Fig. 1: run 1, met3 routing
Bar = 20 um.
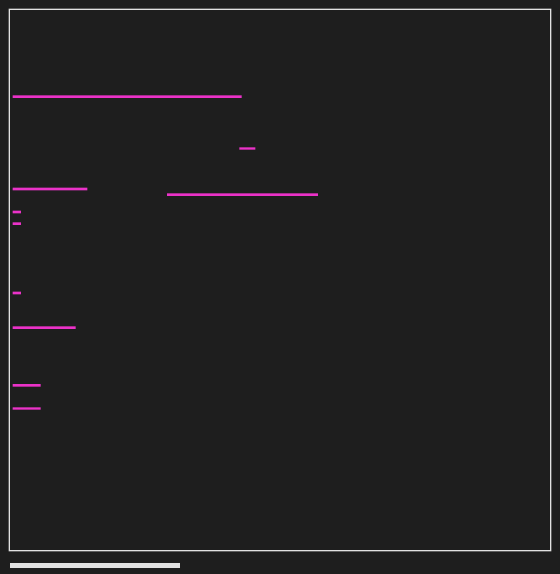
Fig. 2: run 1, met1 routing
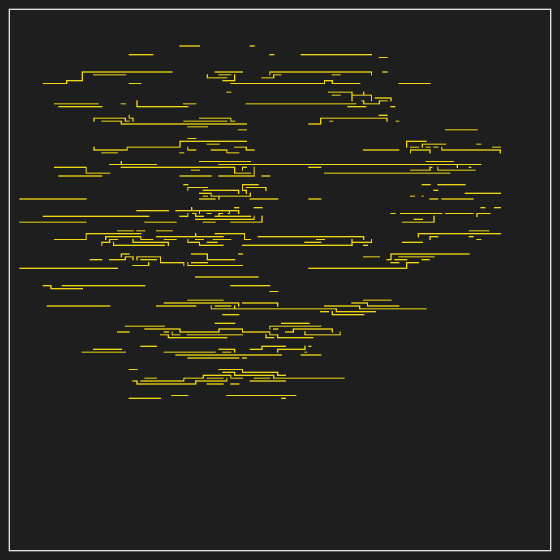
Fig. 3: run 1, cell classes on the final placement
Fill, decap, tap and diode cells in grey.
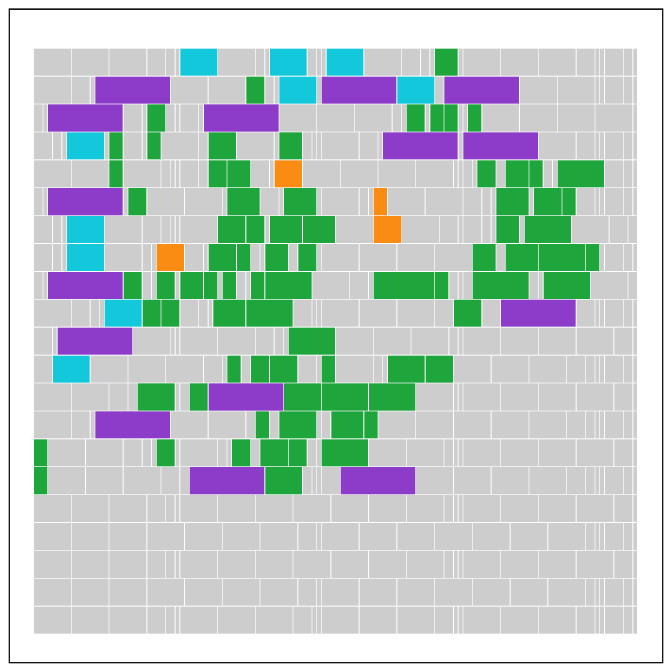
Fig. 4: run 1, clock nets
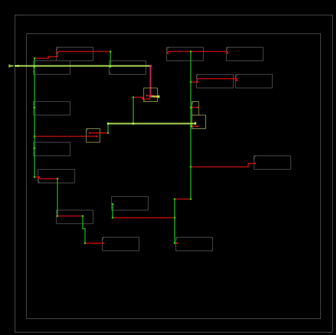
===== config.mk =====
export PLATFORM = sky130hd
export DESIGN_NAME = student_id_sender
export DESIGN_NICKNAME = d
export VERILOG_FILES = /design/src/rtl/student_id_pkg.sv /design/src/rtl/trigger_debounce.sv /design/src/rtl/student_id_sender.sv
export SDC_FILE = /design/constraint.sdc
export NUM_CORES = 1
export LEC_CHECK = 0
export CAP_MARGIN = 20
export CORE_MARGIN = 2
export CORE_UTILIZATION = 25
export DETAILED_ROUTE_END_ITERATION = 10
export PLACE_DENSITY = 0.46
export SLEW_MARGIN = 30
export SYNTH_ARGS = -nofsm -noshare
export SYNTH_HDL_FRONTEND = slang
export SYNTH_HIERARCHICAL = 1
export SYNTH_SLANG_ARGS = --single-unit

===== constraint.sdc =====
create_clock -name clk -period 5.18 [get_ports clk]
set_input_delay 1.036 -clock clk [delete_from_list [all_inputs] [get_ports clk]]
set_output_delay 1.036 -clock clk [all_outputs]
set_load 0.005 [all_outputs]

===== src/rtl/student_id_pkg.sv =====
// Shared types and constants for the student ID sender.
// The ID string, its length and the debounce window all live here so the
// top and the trigger front end agree on them.
package student_id_pkg;

  localparam int ID_LEN          = 10;
  localparam int IDX_W           = $clog2(ID_LEN);
  localparam int DEBOUNCE_CYCLES = 16;

  localparam logic [ID_LEN*8-1:0] ID_STR_DEFAULT = "2024311668";

  typedef logic [7:0] ascii_t;

  typedef enum logic [1:0] {
    IDLE,
    SEND,
    WAIT_BUSY,
    WAIT_READY
  } state_e;

  // Character 0 is the leftmost (most significant) byte of the string.
  function automatic ascii_t id_char(input logic [ID_LEN*8-1:0] str,
                                     input logic [IDX_W-1:0]    idx);
    id_char = str[(ID_LEN - 1 - int'(idx)) * 8 +: 8];
  endfunction

endpackage


===== src/rtl/trigger_debounce.sv =====
// Trigger front end: input register, optional debouncer, rising-edge detector.
// Build macro: TRIG_DEBOUNCE_EN adds a counter-based debouncer that needs
// DEBOUNCE_CYCLES consecutive equal samples before the internal level moves.
// Without the macro the registered raw trigger feeds the edge detector.
module trigger_debounce
  import student_id_pkg::*;
(
  input  logic clk,
  input  logic rst,
  input  logic trigger_i,
  output logic start_o
);

  logic syncQ;
  logic level;
  logic prevQ;
  logic armedQ;

  // Input register tracks the button even during reset, so a trigger that is
  // already held when reset releases is never mistaken for a fresh press.
  always_ff @(posedge clk) begin
    syncQ <= trigger_i;
  end

`ifdef TRIG_DEBOUNCE_EN
  localparam int CNT_W = $clog2(DEBOUNCE_CYCLES);

  logic [CNT_W-1:0] cntQ;
  logic             levelQ;

  // The level only follows the input once it has disagreed for a full window.
  always_ff @(posedge clk) begin
    if (rst) begin
      levelQ <= 1'b0;
      cntQ   <= '0;
    end else if (syncQ == levelQ) begin
      cntQ <= '0;
    end else if (cntQ == CNT_W'(DEBOUNCE_CYCLES - 1)) begin
      levelQ <= syncQ;
      cntQ   <= '0;
    end else begin
      cntQ <= cntQ + 1'b1;
    end
  end

  assign level = levelQ;
`else
  assign level = syncQ;
`endif

  // Edge register, plus an arm flag that requires a low trigger after reset.
  always_ff @(posedge clk) begin
    if (rst) begin
      prevQ  <= 1'b0;
      armedQ <= 1'b0;
    end else begin
      prevQ  <= level;
      armedQ <= armedQ | ~syncQ;
    end
  end

  assign start_o = level & ~prevQ & armedQ;

endmodule


===== src/rtl/student_id_sender.sv =====
// Sends the ASCII student ID one byte at a time to uart_send per trigger press.
// Each byte is offered with a one-cycle tx_valid strobe while uart_ready is
// high, then the sender waits for uart_send to go busy and come back idle.
// Build macro: TRIG_DEBOUNCE_EN enables the trigger debouncer, adding
// DEBOUNCE_CYCLES cycles of start latency.
module student_id_sender
  import student_id_pkg::*;
#(
  parameter logic [ID_LEN*8-1:0] ID_STR = ID_STR_DEFAULT
)
(
  input  logic       clk,
  input  logic       rst,
  input  logic       trigger,
  input  logic       uart_ready,
  output logic [7:0] tx_data,
  output logic       tx_valid
);

  localparam logic [IDX_W-1:0] LAST_IDX = IDX_W'(ID_LEN - 1);

  logic             start;
  state_e           stateQ;
  logic [IDX_W-1:0] indexQ;
  ascii_t           txDataQ;
  logic             txValidQ;

  trigger_debounce uTrigger (
    .clk       (clk),
    .rst       (rst),
    .trigger_i (trigger),
    .start_o   (start)
  );

  // Sender FSM; strobe defaults low so it can never last two cycles.
  always_ff @(posedge clk) begin
    if (rst) begin
      stateQ   <= IDLE;
      indexQ   <= '0;
      txValidQ <= 1'b0;
      txDataQ  <= 8'h00;
    end else begin
      txValidQ <= 1'b0;
      case (stateQ)
        IDLE: begin
          if (start) begin
            indexQ <= '0;
            stateQ <= SEND;
          end
        end
        SEND: begin
          if (uart_ready) begin
            txValidQ <= 1'b1;
            txDataQ  <= id_char(ID_STR, indexQ);
            stateQ   <= WAIT_BUSY;
          end
        end
        WAIT_BUSY: begin
          if (!uart_ready) begin
            stateQ <= WAIT_READY;
          end
        end
        WAIT_READY: begin
          if (uart_ready) begin
            if (indexQ == LAST_IDX) begin
              stateQ <= IDLE;
            end else begin
              indexQ <= indexQ + 1'b1;
              stateQ <= SEND;
            end
          end
        end
        default: begin
          stateQ <= IDLE;
        end
      endcase
    end
  end

  assign tx_data  = txDataQ;
  assign tx_valid = txValidQ;

endmodule


==> results_slide.txt, run 1 <==
Flow Results at a Glance

Clock network
  – Number of buffers added for setup after CTS: 0
  – CTS tree: built
  – Clock buffers created by TritonCTS: 3
  – Worst-path clk slew: 100 ps
  – Hold-fix buffers, CTS: 0
  – Number of levels in the clock H-tree: 1

Global routing
  – Met3 Track Usage GR: 3.57%
  – Number of global-route vias before repair: 718
  – Overall global routing resource usage: just under 10%
  – Top Usage Layer GRT: met2
  – Pin count of the biggest net entering global routing: 11
  – Grt ovf: 0
  – Number of antenna violations at the first check in global routing: 0

Logic synthesis
  – Largest area contributor in the synthesized netlist: sky130_fd_sc_hd__dfxtp_1
  – Gate Count Post-Synth: 98
  – Top logic family: AND-OR/OR-AND gates
  – FFs w/ async S/R, synth: 0%
  – Most frequent cells after synthesis: sky130_fd_sc_hd__dfxtp_1 (15), sky130_fd_sc_hd__ha_1 (8), sky130_fd_sc_hd__nand2_1 (8), sky130_fd_sc_hd__a21oi_1 (7), sky130_fd_sc_hd__nand3_1 (7)
  – Xor/xnor share: 0%
  – Synth Seq Share: between 30 and 40%
  – Count leader, synth: sky130_fd_sc_hd__dfxtp_1
  – Area of the mapped netlist: 887 um2
  – Flip-flops with a built-in enable: 0
  – Synthesized area per cell: 9.05 um2
  – Synthesized chip area reported by yosys: 887 um2
  – Number of library cell types mapped by synthesis: 37

Cells and area
  – Finished Layout Cells: 153
  – Signal buffers share of area: 9.71%
  – Share of cells above drive strength 1: 10.3%
  – Inverters: 7
  – Total number of nets in the final design: 120
  – Largest cell class by area: combinational gates
  – Largest register FFs: 5
  – Final-layout clock-cell area share: 2.55%
  – Filler instances: 407
  – Count of non-CTS buffers in the layout: 10
  – Sequential cell area: approximately 300 um2

Final timing
  – Max Clock Freq: 458 MHz
  – Setup ws final: 2990 ps
  – Setup repair after global routing missed its margin: no
  – Final setup skew: 9.52 ps
  – Smallest hold slack: approximately 450 ps
  – Final hold violations: 0
  – Number of pins with negative max-slew slack in the final report: 0

Power
  – Clock network power share: 22.9%
  – Power attributed to sequential cells: around 0.00014 W
  – Internal Pwr Total: around 0.0002 W
  – Sw Share: 33.8%
  – Total power of the final layout: 0.000304 W
  – Sequential power share: 45.0%
  – Maximum VDD drop: 0.135 mV
  – Switching power total: 0.000103 W
  – Total power density per cell area: 295 mW/mm2

Route
  – Violation tally from detailed-route iteration zero: 23
  – M1 WL: 956 um
  – Antenna viol nets, final: 0
  – Average vias per placed instance: 4.61
  – Count of TritonRoute iterations in the first routing pass: 4
  – Met2 Wirelength: 714 um

Run
  – Maximum capacitance violations: 0

Worst setup path
  – Startpoint of the worst-slack reg-to-reg timing path: indexQ[1]
  – Worst R2R End: tx_data[5]
  – CP max FO: 6
  – Critical path data required time: between 5000 and 6000 ps
  – Buffers plus inverters on the worst setup path: 1
  – Type of the worst setup path: in -> reg
  – Slowest cell delay on critical path: approximately 600 ps
  – Cell at the slowest stage of the critical path: sky130_fd_sc_hd__clkdlybuf4s50_1
  – Crit path max-delay family: buffers and inverters
  – Startpoint types: primary input
  – Register-to-Register Path Depth: 6
  – CP Depth: 4
  – Minimum setup slack among reg-to-reg paths: 3290 ps
  – End point of the critical path: indexQ[2]

Run status
  – Outcome: finished clean

Die
  – Core Density at Floorplan: approximately a quarter
  – Number of tap cells inserted: 46
  – Overall chip area: 0.00404 mm2

Worst hold path
  – Origin of the worst min-delay path: uTrigger/armedQ
  – Min-Delay Endpoint: uTrigger/armedQ
  – Hold depth: 2

Placed design
  – Worst Setup Slack post-DPL: 2670 ps
-- Fig. 1 (at the start) --
main direction = horizontal
nets with wire on the layer = 9
share of all routed wire = 4.0%

-- Fig. 2 (at the start) --
main direction = horizontal
share of all routed wire = 55%
met1 usage: 13.3%
routed vias: 705
sum of routed wire length over all layers: 1750 um

-- Fig. 3 (at the start) --
green -> remaining logic cells  # cells 78, share of their area 56%
purple -> registers  # cells 15, share of their area 31%
orange -> clock drivers and dummy loads  # cells 4, share of their area 2.7%
cyan -> remaining buffers and delay cells  # cells 10, share of their area 10%
placeable core region: 0.00336 mm2
finished layout cell area: 0.00103 mm2
number of placement rows: 21
final cell utilization of the core: 30.7%
sequential fraction of total cell area: 29.1%

-- Fig. 4 (at the start) --
sequential cell count: 15
power drawn by the clock network: 0.0000697 W

==> run 1 -> run 2 <==
==> constraint.sdc (replaced) <==
create_clock -name clk -period 2.1 [get_ports clk]
set_input_delay 0.42 -clock clk [delete_from_list [all_inputs] [get_ports clk]]
set_output_delay 0.42 -clock clk [all_outputs]
set_load 0.005 [all_outputs]
==> results_slide.txt, run 2 <==
Flow Results at a Glance

Logic synthesis
  – #FFs+latches synth: 15
  – Top logic family: AND-OR/OR-AND gates
  – Xor/xnor share: 0% (unchanged)
  – Area of the mapped netlist: 887 um2 (unchanged)
  – Synthesized area per cell: 9.05 um2 (unchanged)
  – Most frequent cells after synthesis: sky130_fd_sc_hd__dfxtp_1 (15), sky130_fd_sc_hd__ha_1 (8), sky130_fd_sc_hd__nand2_1 (8), sky130_fd_sc_hd__a21oi_1 (7), sky130_fd_sc_hd__nand3_1 (7)
  – FFs w/ async S/R, synth: 0% (unchanged)
  – Synth Seq Share: 33.9% (unchanged)
  – Largest area contributor in the synthesized netlist: sky130_fd_sc_hd__dfxtp_1
  – Gate Count Post-Synth: 98 (unchanged)
  – Flip-flops with a built-in enable: 0 (unchanged)
  – Number of library cell types mapped by synthesis: 37 (unchanged)
  – Synthesized chip area reported by yosys: 887 um2 (unchanged)

Placed design
  – Worst Setup Slack post-DPL: 269 ps (-2400 ps)

Worst setup path
  – Cell at the slowest stage of the critical path: sky130_fd_sc_hd__dfxtp_1
  – CP max FO: 6 (unchanged)
  – Buffers plus inverters on the worst setup path: 1 (unchanged)
  – Crit path max-delay family: adder cells
  – End point of the critical path: tx_data[5]
  – Startpoint of the worst-slack reg-to-reg timing path: indexQ[2]
  – Register-to-Register Path Depth: 6 (unchanged)
  – Startpoint types: flop
  – CP Depth: 6 (+2)
  – Worst R2R End: tx_data[5]
  – Minimum setup slack among reg-to-reg paths: 300 ps (-2990 ps)
  – Type of the worst setup path: reg -> reg
  – Critical path data required time: 2320 ps (-3080 ps)

Clock network
  – Clock buffers created by TritonCTS: 3 (unchanged)
  – Hold-fix buffers, CTS: 0 (unchanged)
  – CTS tree: built
  – Worst-path clk slew: 100 ps (about the same)
  – Number of buffers added for setup after CTS: 0 (unchanged)
  – Number of levels in the clock H-tree: 1 (unchanged)

Route
  – Antenna viol nets, final: 0 (unchanged)
  – Average vias per placed instance: 4.63 (+0.39%)
  – Violation tally from detailed-route iteration zero: 39 (+70%)
  – M1 WL: 882 um (-7.7%)
  – Met2 Wirelength: 766 um (+7.3%)
  – Count of TritonRoute iterations in the first routing pass: 4 (unchanged)

Cells and area
  – Finished Layout Cells: 155 (+1.3%)
  – Final-layout clock-cell area share: 2.51% (-0.037 points)
  – Count of non-CTS buffers in the layout: 12 (+2)
  – Sequential fraction of total cell area: 28.7% (-0.42 points)
  – Filler instances: 384 (-5.7%)
  – Largest register FFs: 5 (unchanged)
  – Finished layout cell area: 0.00105 mm2 (+1.5%)
  – Final cell utilization of the core: 31.1% (+0.45 points)
  – Sequential cell area: 300 um2 (unchanged)
  – Inverters: 7 (unchanged)
  – Total number of nets in the final design: 122 (+1.7%)
  – Signal buffers share of area: 11.0% (+1.3 points)

Power
  – Internal Pwr Total: 0.000497 W (+150%)
  – Power drawn by the clock network: 0.000170 W (+140%)
  – Clock network power share: 22.6% (-0.3 points)
  – Power attributed to sequential cells: 0.000339 W (+150%)
  – Total power of the final layout: 0.000751 W (+150%)
  – Sw Share: 33.8% (+0.035 points)
  – Sequential power share: 45.1% (about the same)
  – Total power density per cell area: 718 mW/mm2 (+140%)
  – LEAKAGE: just under 0.4 nW
  – Maximum VDD drop: 0.382 mV (+180%)
  – Switching power total: 0.000254 W (+150%)

Die
  – Number of placement rows: 21 (unchanged)
  – Placeable core region: 0.00336 mm2 (unchanged)
  – Number of tap cells inserted: 46 (unchanged)
  – Overall chip area: 0.00404 mm2 (unchanged)

Worst hold path
  – Origin of the worst min-delay path: uTrigger/armedQ
  – Hold depth: 2 (unchanged)
  – Min-Delay Endpoint: uTrigger/armedQ

Run
  – Maximum capacitance violations: 0 (unchanged)

Final timing
  – Smallest hold slack: 452 ps (-2.19 ps)
  – Setup repair after global routing missed its margin: no
  – Part of the cycle the worst path needs: about 86%
  – Final hold violations: 0 (unchanged)
  – Number of pins with negative max-slew slack in the final report: 0 (unchanged)

Global routing
  – Number of antenna violations at the first check in global routing: 0 (unchanged)
  – Number of global-route vias before repair: 708 (-1.4%)
  – Pin count of the biggest net entering global routing: 11 (unchanged)
  – Top Usage Layer GRT: met2

Run status
  – Outcome: finished clean
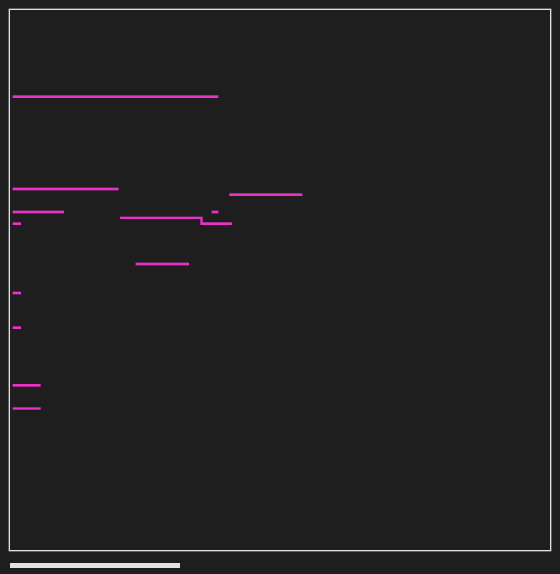
Fig. 5. Met3 routing (run 2).
Bar = 20 um.
wire length on this layer = 78.0 um
main direction = horizontal
longest straight run = 23.9 um
nets with wire on the layer = 10
routed vias: 717
met3 Track Usage GR: 3.39%
sum of routed wire length over all layers: 1740 um

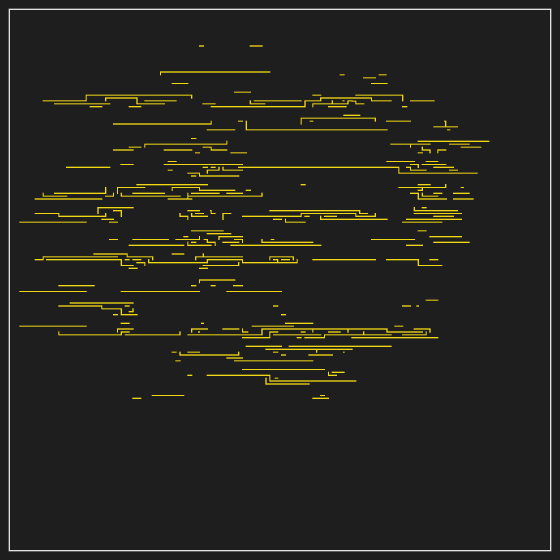
Fig. 6. Met1 routing (run 2).
wire length on this layer = 883 um
nets with wire on the layer = 108
share of all routed wire = 51%
met1 usage: 12.7%

==> run 2 -> run 3 <==
--- a/config.mk
+++ b/config.mk
@@ -5,11 +5,11 @@
 export SDC_FILE = /design/constraint.sdc
 export NUM_CORES = 1
 export LEC_CHECK = 0
-export CAP_MARGIN = 20
+export CAP_MARGIN = 10
 export CORE_MARGIN = 2
 export CORE_UTILIZATION = 25
 export DETAILED_ROUTE_END_ITERATION = 10
-export PLACE_DENSITY = 0.46
+export PLACE_DENSITY = 0.51
 export SLEW_MARGIN = 30
 export SYNTH_ARGS = -nofsm -noshare
 export SYNTH_HDL_FRONTEND = slang
==> results_slide.txt, run 3 <==
Flow Results at a Glance

Clock network
  – Number of buffers added for setup after CTS: 0 (unchanged)
  – CTS tree: built
  – Worst-path clk slew: 100 ps (about the same)
  – Hold-fix buffers, CTS: 0 (unchanged)
  – Number of levels in the clock H-tree: 1 (unchanged)
  – Post-CTS Resized: 0

Die
  – Chip height: roughly 64 um
  – Core Density at Floorplan: between 20% and 30%
  – Number of tap cells inserted: 46 (unchanged)
  – Chip width: ~64 um
  – Number of placement rows: 21 (unchanged)
  – Placeable core region: 0.00336 mm2 (unchanged)
  – Overall chip area: 0.00404 mm2 (unchanged)

Power
  – Power attributed to sequential cells: 0.000338 W (about the same)
  – LEAKAGE: 0.383 nW (-0.27%)
  – Maximum VDD drop: 0.390 mV (+1.9%)
  – Switching power total: 0.000260 W (+2.4%)
  – Clock network power share: 23.4% (+0.8 points)
  – Sequential power share: 44.7% (-0.4 points)
  – Total power density per cell area: 720 mW/mm2 (+0.32%)
  – Sw Share: 34.4% (+0.58 points)
  – Total power of the final layout: 0.000756 W (+0.68%)
  – Internal Pwr Total: 0.000496 W (-0.20%)

Final timing
  – Number of pins with negative max-slew slack in the final report: 0 (unchanged)
  – Final hold violations: 0 (unchanged)
  – Smallest hold slack: 452 ps (+0.155 ps)
  – Setup repair after global routing missed its margin: no
  – Part of the cycle the worst path needs: 85.7% (about the same)

Worst setup path
  – Startpoint types: flop
  – Buffers plus inverters on the worst setup path: 1 (unchanged)
  – Crit path max-delay family: adder cells
  – Minimum setup slack among reg-to-reg paths: 300 ps (about the same)
  – Startpoint of the worst-slack reg-to-reg timing path: indexQ[2]
  – CP max FO: 6 (unchanged)
  – CP Depth: 6 (unchanged)
  – Endpoint type of the worst setup path: flop
  – Register-to-Register Path Depth: 6 (unchanged)
  – Cell at the slowest stage of the critical path: sky130_fd_sc_hd__dfxtp_1
  – Critical path data required time: 2330 ps (about the same)
  – End point of the critical path: tx_data[5]
  – Worst R2R End: tx_data[5]
  – Type of the worst setup path: reg -> reg

Cells and area
  – Total number of nets in the final design: 122 (unchanged)
  – Sequential fraction of total cell area: 28.6% (-0.10 points)
  – Filler instances: 389 (+1.3%)
  – Count of non-CTS buffers in the layout: 12 (unchanged)
  – Finished layout cell area: 0.00105 mm2 (+0.36%)
  – Largest register FFs: 5 (unchanged)
  – Signal buffers share of area: 11.0% (-0.039 points)
  – Final-layout clock-cell area share: 2.86% (+0.35 points)
  – Final cell utilization of the core: 31.2% (+0.11 points)
  – Finished Layout Cells: 155 (unchanged)
  – Sequential cell area: 300 um2 (unchanged)
  – Inverters: 7 (unchanged)

Logic synthesis
  – Largest area contributor in the synthesized netlist: sky130_fd_sc_hd__dfxtp_1
  – Xor/xnor share: 0% (unchanged)
  – Synthesized area per cell: 9.05 um2 (unchanged)
  – Most frequent cells after synthesis: sky130_fd_sc_hd__dfxtp_1 (15), sky130_fd_sc_hd__ha_1 (8), sky130_fd_sc_hd__nand2_1 (8), sky130_fd_sc_hd__a21oi_1 (7), sky130_fd_sc_hd__nand3_1 (7)
  – Gate Count Post-Synth: 98 (unchanged)
  – Number of library cell types mapped by synthesis: 37 (unchanged)
  – FFs w/ async S/R, synth: 0% (unchanged)
  – Synth Seq Share: 33.9% (unchanged)
  – Adder and majority cell fraction of the synthesized area: 11.3%
  – Top logic family: AND-OR/OR-AND gates
  – Area of the mapped netlist: 887 um2 (unchanged)
  – Flip-flops with a built-in enable: 0 (unchanged)
  – Synthesized chip area reported by yosys: 887 um2 (unchanged)
  – #FFs+latches synth: 15 (unchanged)

Route
  – Total DRC errors in the routed layout: 0
  – Average vias per placed instance: 4.55 (-1.5%)
  – Met2 Wirelength: 765 um (-0.13%)
  – M1 WL: 917 um (+4.0%)
  – Violation tally from detailed-route iteration zero: 16 (-59%)
  – Antenna viol nets, final: 0 (unchanged)
  – Count of TritonRoute iterations in the first routing pass: 4 (unchanged)

Run status
  – Outcome: finished clean

Run
  – Maximum capacitance violations: 0 (unchanged)

Global routing
  – Number of antenna violations at the first check in global routing: 0 (unchanged)
  – Met1 usage: 13.6% (+0.87 points)
  – Pin count of the biggest net entering global routing: 11 (unchanged)
  – Top Usage Layer GRT: met2

Worst hold path
  – Origin of the worst min-delay path: uTrigger/armedQ
  – Min-Delay Endpoint: uTrigger/armedQ
  – Hold depth: 2 (unchanged)

Placed design
  – Routability cong.: about 0.76
  – Worst Setup Slack post-DPL: 310 ps (+41.0 ps)
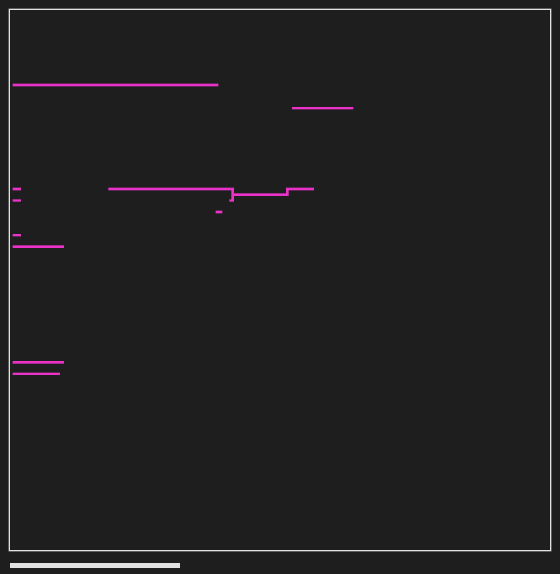
Fig. 7. Met3 routing (run 3).
Bar = 20 um.
share of all routed wire = 4.3%
nets with wire on the layer = 9
longest straight run = 23.9 um
met3 Track Usage GR: 3.75%
sum of routed wire length over all layers: 1770 um
routed vias: 706

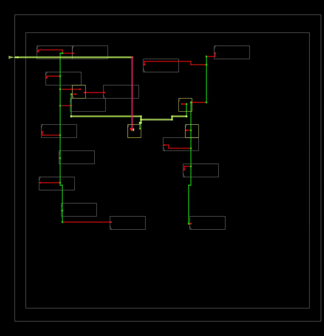
Fig. 8. Clock nets (run 3).
clock buffers created by TritonCTS: 3
final setup skew: 2.65 ps
CLK BUF: 3
power drawn by the clock network: 0.000177 W

Power and IR drop assume default switching activity.
